`src/rtl/toy_bus_pkg.sv`:
```
// ToyBus request payload definitions shared by the dmem request path.
package toy_bus_pkg;

    localparam int unsigned ADDR_W = 32;
    localparam int unsigned STRB_W = 32;
    localparam int unsigned DATA_W = 256;
    localparam int unsigned ID_W   = 4;
    localparam int unsigned SB_W   = 32;

    localparam logic OPC_READ  = 1'b0;
    localparam logic OPC_WRITE = 1'b1;

    // 361-bit single-beat request
    typedef struct packed {
        logic [ADDR_W-1:0] addr;
        logic [STRB_W-1:0] strb;
        logic [DATA_W-1:0] data;
        logic              opcode;
        logic [ID_W-1:0]   src_id;
        logic [ID_W-1:0]   tgt_id;
        logic [SB_W-1:0]   sideband;
    } toy_bus_req_t;

endpackage

```
`src/rtl/toy_bus_req_slice2.sv`:
```
// Two-entry registered valid/ready FIFO for ToyBus requests.
// space_o depends only on occupancy, so there is no pop->space combinational path.
module toy_bus_req_slice2
    import toy_bus_pkg::*;
(
    input  logic         clk,
    input  logic         rst_n,
    input  logic         push_i,
    input  toy_bus_req_t push_data_i,
    output logic         space_o,
    input  logic         pop_i,
    output logic         vld_o,
    output toy_bus_req_t data_o
);

    toy_bus_req_t mem_q [2];
    logic         wr_ptr_q, wr_ptr_d;
    logic         rd_ptr_q, rd_ptr_d;
    logic [1:0]   cnt_q, cnt_d;
    logic         push;
    logic         pop;

    assign space_o = (cnt_q != 2'd2);
    assign vld_o   = (cnt_q != 2'd0);
    assign data_o  = mem_q[rd_ptr_q];

    always_comb begin
        push     = push_i && space_o;
        pop      = pop_i && vld_o;
        wr_ptr_d = wr_ptr_q;
        rd_ptr_d = rd_ptr_q;
        cnt_d    = cnt_q + 2'(push) - 2'(pop);
        if (push) wr_ptr_d = ~wr_ptr_q;
        if (pop)  rd_ptr_d = ~rd_ptr_q;
    end

    always_ff @(posedge clk or negedge rst_n) begin
        if (!rst_n) begin
            wr_ptr_q <= 1'b0;
            rd_ptr_q <= 1'b0;
            cnt_q    <= 2'd0;
        end else begin
            wr_ptr_q <= wr_ptr_d;
            rd_ptr_q <= rd_ptr_d;
            cnt_q    <= cnt_d;
        end
    end

    // Payload storage; zeroed on reset so out_* is never X
    always_ff @(posedge clk or negedge rst_n) begin
        if (!rst_n) begin
            mem_q[0] <= '0;
            mem_q[1] <= '0;
        end else if (push) begin
            mem_q[wr_ptr_q] <= push_data_i;
        end
    end

    a_cnt_range: assert property (@(posedge clk) disable iff (!rst_n) cnt_q <= 2'd2);

endmodule

```
`src/rtl/toy_bus_arb_node_dmem_req_slice.sv`:
```
// 2:1 round-robin merge of dmem decoder requests into a 2-entry registered slice.
// rr_last_q==1 gives in0 priority; it records the index of the last accepted port.
module toy_bus_arb_node_dmem_req_slice
    import toy_bus_pkg::*;
(
    input  logic              clk,
    input  logic              rst_n,
    input  logic              in0_vld,
    output logic              in0_rdy,
    input  logic [ADDR_W-1:0] in0_addr,
    input  logic [STRB_W-1:0] in0_strb,
    input  logic [DATA_W-1:0] in0_data,
    input  logic              in0_opcode,
    input  logic [ID_W-1:0]   in0_src_id,
    input  logic [ID_W-1:0]   in0_tgt_id,
    input  logic [SB_W-1:0]   in0_sideband,
    input  logic              in1_vld,
    output logic              in1_rdy,
    input  logic [ADDR_W-1:0] in1_addr,
    input  logic [STRB_W-1:0] in1_strb,
    input  logic [DATA_W-1:0] in1_data,
    input  logic              in1_opcode,
    input  logic [ID_W-1:0]   in1_src_id,
    input  logic [ID_W-1:0]   in1_tgt_id,
    input  logic [SB_W-1:0]   in1_sideband,
    output logic              out_vld,
    input  logic              out_rdy,
    output logic [ADDR_W-1:0] out_addr,
    output logic [STRB_W-1:0] out_strb,
    output logic [DATA_W-1:0] out_data,
    output logic              out_opcode,
    output logic [ID_W-1:0]   out_src_id,
    output logic [ID_W-1:0]   out_tgt_id,
    output logic [SB_W-1:0]   out_sideband
);

    toy_bus_req_t in0_req, in1_req, push_req, out_req;
    logic [1:0]   grant;
    logic         space;
    logic         push;
    logic         rr_last_q, rr_last_d;

    assign in0_req = '{addr: in0_addr, strb: in0_strb, data: in0_data, opcode: in0_opcode,
                       src_id: in0_src_id, tgt_id: in0_tgt_id, sideband: in0_sideband};
    assign in1_req = '{addr: in1_addr, strb: in1_strb, data: in1_data, opcode: in1_opcode,
                       src_id: in1_src_id, tgt_id: in1_tgt_id, sideband: in1_sideband};

    // Round-robin grant, then accept only when the slice has room and reset is released
    always_comb begin
        grant = 2'b00;
        if (rr_last_q) begin
            if (in0_vld)      grant = 2'b01;
            else if (in1_vld) grant = 2'b10;
        end else begin
            if (in1_vld)      grant = 2'b10;
            else if (in0_vld) grant = 2'b01;
        end
        in0_rdy   = grant[0] && space && rst_n;
        in1_rdy   = grant[1] && space && rst_n;
        push      = in0_rdy || in1_rdy;
        push_req  = grant[1] ? in1_req : in0_req;
        rr_last_d = rr_last_q;
        if (push) rr_last_d = grant[1];
    end

    always_ff @(posedge clk or negedge rst_n) begin
        if (!rst_n) rr_last_q <= 1'b1;
        else        rr_last_q <= rr_last_d;
    end

    toy_bus_req_slice2 u_slice (
        .clk         (clk),
        .rst_n       (rst_n),
        .push_i      (push),
        .push_data_i (push_req),
        .space_o     (space),
        .pop_i       (out_rdy),
        .vld_o       (out_vld),
        .data_o      (out_req)
    );

    assign out_addr     = out_req.addr;
    assign out_strb     = out_req.strb;
    assign out_data     = out_req.data;
    assign out_opcode   = out_req.opcode;
    assign out_src_id   = out_req.src_id;
    assign out_tgt_id   = out_req.tgt_id;
    assign out_sideband = out_req.sideband;

    a_rdy_onehot: assert property (@(posedge clk) disable iff (!rst_n) $onehot0({in1_rdy, in0_rdy}));
    a_out_stable: assert property (@(posedge clk) disable iff (!rst_n)
                                   (out_vld && !out_rdy) |=> $stable(out_req));

endmodule
```
`config.mk`:
```
export PLATFORM = sky130hd
export DESIGN_NAME = toy_bus_arb_node_dmem_req_slice
export DESIGN_NICKNAME = d
export VERILOG_FILES = /design/src/rtl/toy_bus_pkg.sv /design/src/rtl/toy_bus_req_slice2.sv /design/src/rtl/toy_bus_arb_node_dmem_req_slice.sv
export SDC_FILE = /design/constraint.sdc
export NUM_CORES = 1
export LEC_CHECK = 0
export ABC_AREA = 1
export CAP_MARGIN = 20
export CORE_AREA = 2 2 428 430
export CTS_CLUSTER_DIAMETER = 120
export DETAILED_ROUTE_END_ITERATION = 6
export DIE_AREA = 0 0 430 432
export GPL_TIMING_DRIVEN = 1
export PLACE_DENSITY = 0.49
export SKIP_LAST_GASP = 1
export SLEW_MARGIN = 20
export SYNTH_ARGS = -nofsm -noshare
export SYNTH_HDL_FRONTEND = slang
export SYNTH_HIERARCHICAL = 1
export SYNTH_SLANG_ARGS = --single-unit
```
`constraint.sdc`:
```
create_clock -name clk -period 2.22 [get_ports clk]
set_input_delay 0.222 -clock clk [delete_from_list [all_inputs] [get_ports clk]]
set_output_delay 0.222 -clock clk [all_outputs]
set_load 0.02 [all_outputs]
```
==> results.sh <==
# source this file to load flow results
export IMPL_worst_slew_pin_slew_ns=0.845
export IMPL_layout_drive_gt1_share=0.135
export IMPL_rows=157
export IMPL_hold_worst_slack_ns=0.158
export IMPL_lay_top_count="nand2_1"
export IMPL_min_to="u_slice/rd_ptr_q"
export IMPL_top_cell="nand2_1"
export IMPL_violations="negative setup slack"
export IMPL_worst_slack_ns=-0.291
export IMPL_cap_violations=0
export IMPL_cp_arrival_ns=2.29
export IMPL_seq_share=0.307
export IMPL_dieHeight_um=432
export IMPL_path_common_cell="buf_12"
export IMPL_most_common_layout_cells="nand2_1 (3208), clkdlybuf4s50_1 (726), dfrtp_1 (724), nand4_1 (722), nand3_1 (364)"
export IMPL_yosys_warnings=6
export IMPL_ios=1091
export IMPL_leakage_uw=0.0305
export IMPL_setup_viol=362
export IMPL_r2r_end="u_slice/mem_q[502]"
export IMPL_grt_max_degree=139
export IMPL_power_density_nw_per_um2=1480
export IMPL_synth_yosys_seq_area_share=0.462
export IMPL_grtUsageTotal=0.202
export IMPL_top_cells_by_area="dfrtp_1 (46%), nand2_1 (31%), nand4_1 (11%), nand3_1 (4.7%), buf_2 (4.2%)"
export IMPL_outcome="complete, but fails checks"
export IMPL_ys_top_cells_by_count="nand2_1 (3267), dfrtp_1 (726), nand4_1 (722)"
export IMPL_hp_start="out_rdy"
export IMPL_p_int_uw=47000
cells by family after synthesis:
kind of cell,count (synthesis),synth area share
AND/OR/NAND/NOR,4356,0.473
AND-OR/OR-AND,2,0.000254
adder cells (fa/ha/maj),2,0.000636
buffers and inverters,535,0.0639
flip-flops,727,0.462
metal layers:
metal	global-route usage	wire length, um	up-vias
met5	0	0	-
met4	0.0690	6550	0
met3	0.0403	11200	230
met2	0.342	97100	1250
met1	0.256	81400	20700
li1	-	-	20400
metrics by stage:
stage | total power, uW | TNS (ns) | util
after global placement | 71600 | -2.49 | 0.304
after detailed placement | 71900 | -9.51 | 0.304
after global routing | 93400 | -108.97 | 0.326
final | 87800 | -61.92 | 0.326
after CTS | 88100 | -106.70 | 0.325
after floorplan | 45400 | 0 | -
Clock routing:
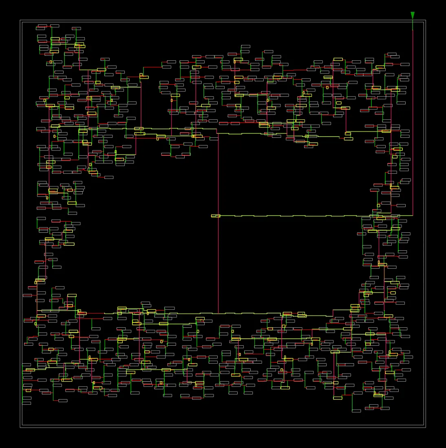
Sink Count: 727
flop count: 727
CTS buffer count: 91
clock-net power: 15100 uW

Cell classes on the final placement:
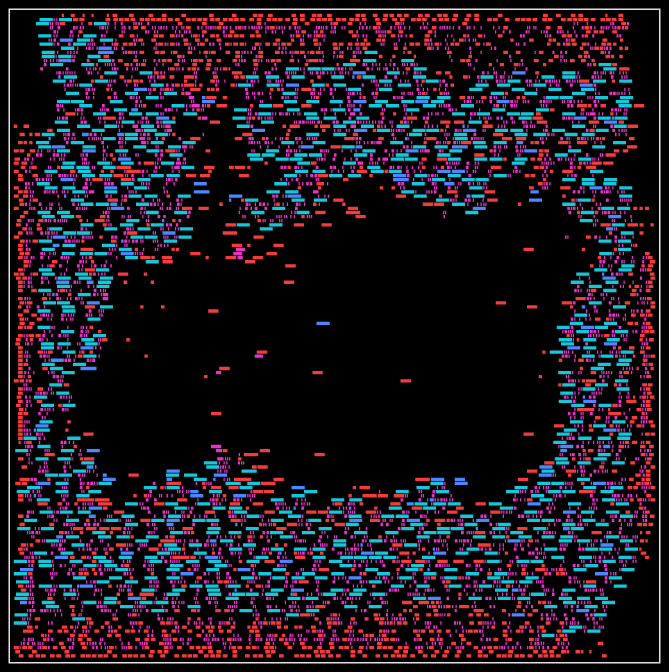
remaining logic cells: marked magenta, cells 4376, share of their area 34%. sequential cells: marked cyan, cells 727, share of their area 32%. clock drivers and dummy loads: marked blue, cells 163, share of their area 5.4%. remaining buffers and delay cells: marked red, cells 1458, share of their area 28%.

Routed clock nets over the placement:
Scale bar: 100 um.
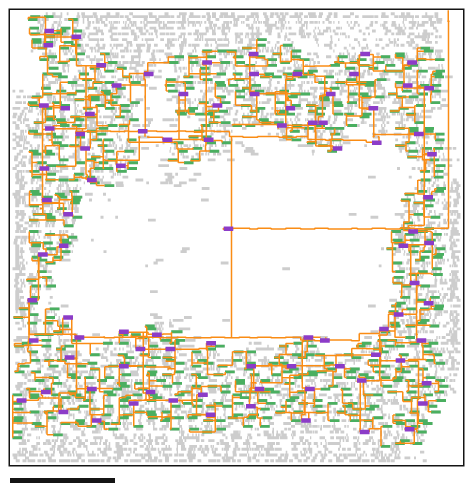
clock-net drivers: marked purple, count 91. flip-flops: marked green, count 727. clock wires: marked orange, length 11800 um.
Position of the flops: widely spread. There are 92 routed clock nets.
Clock Skews: 0.0330 ns
Clock Power Share: 0.172
clk latency late pin: 0.71 ns

Where the registers sit:
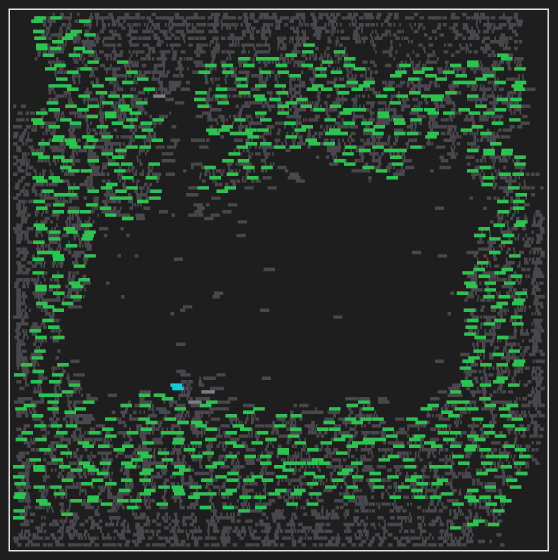
`u_slice/cnt_q`: marked cyan, sequential cells 2. `u_slice/mem_q`: marked green, sequential cells 722, where widely spread.
Storage cell area: 18200 um^2
Seq. pwr: 22100 uW
final core utilization: 0.326

Power figures rest on the tool's default switching activity, not on a simulated workload.
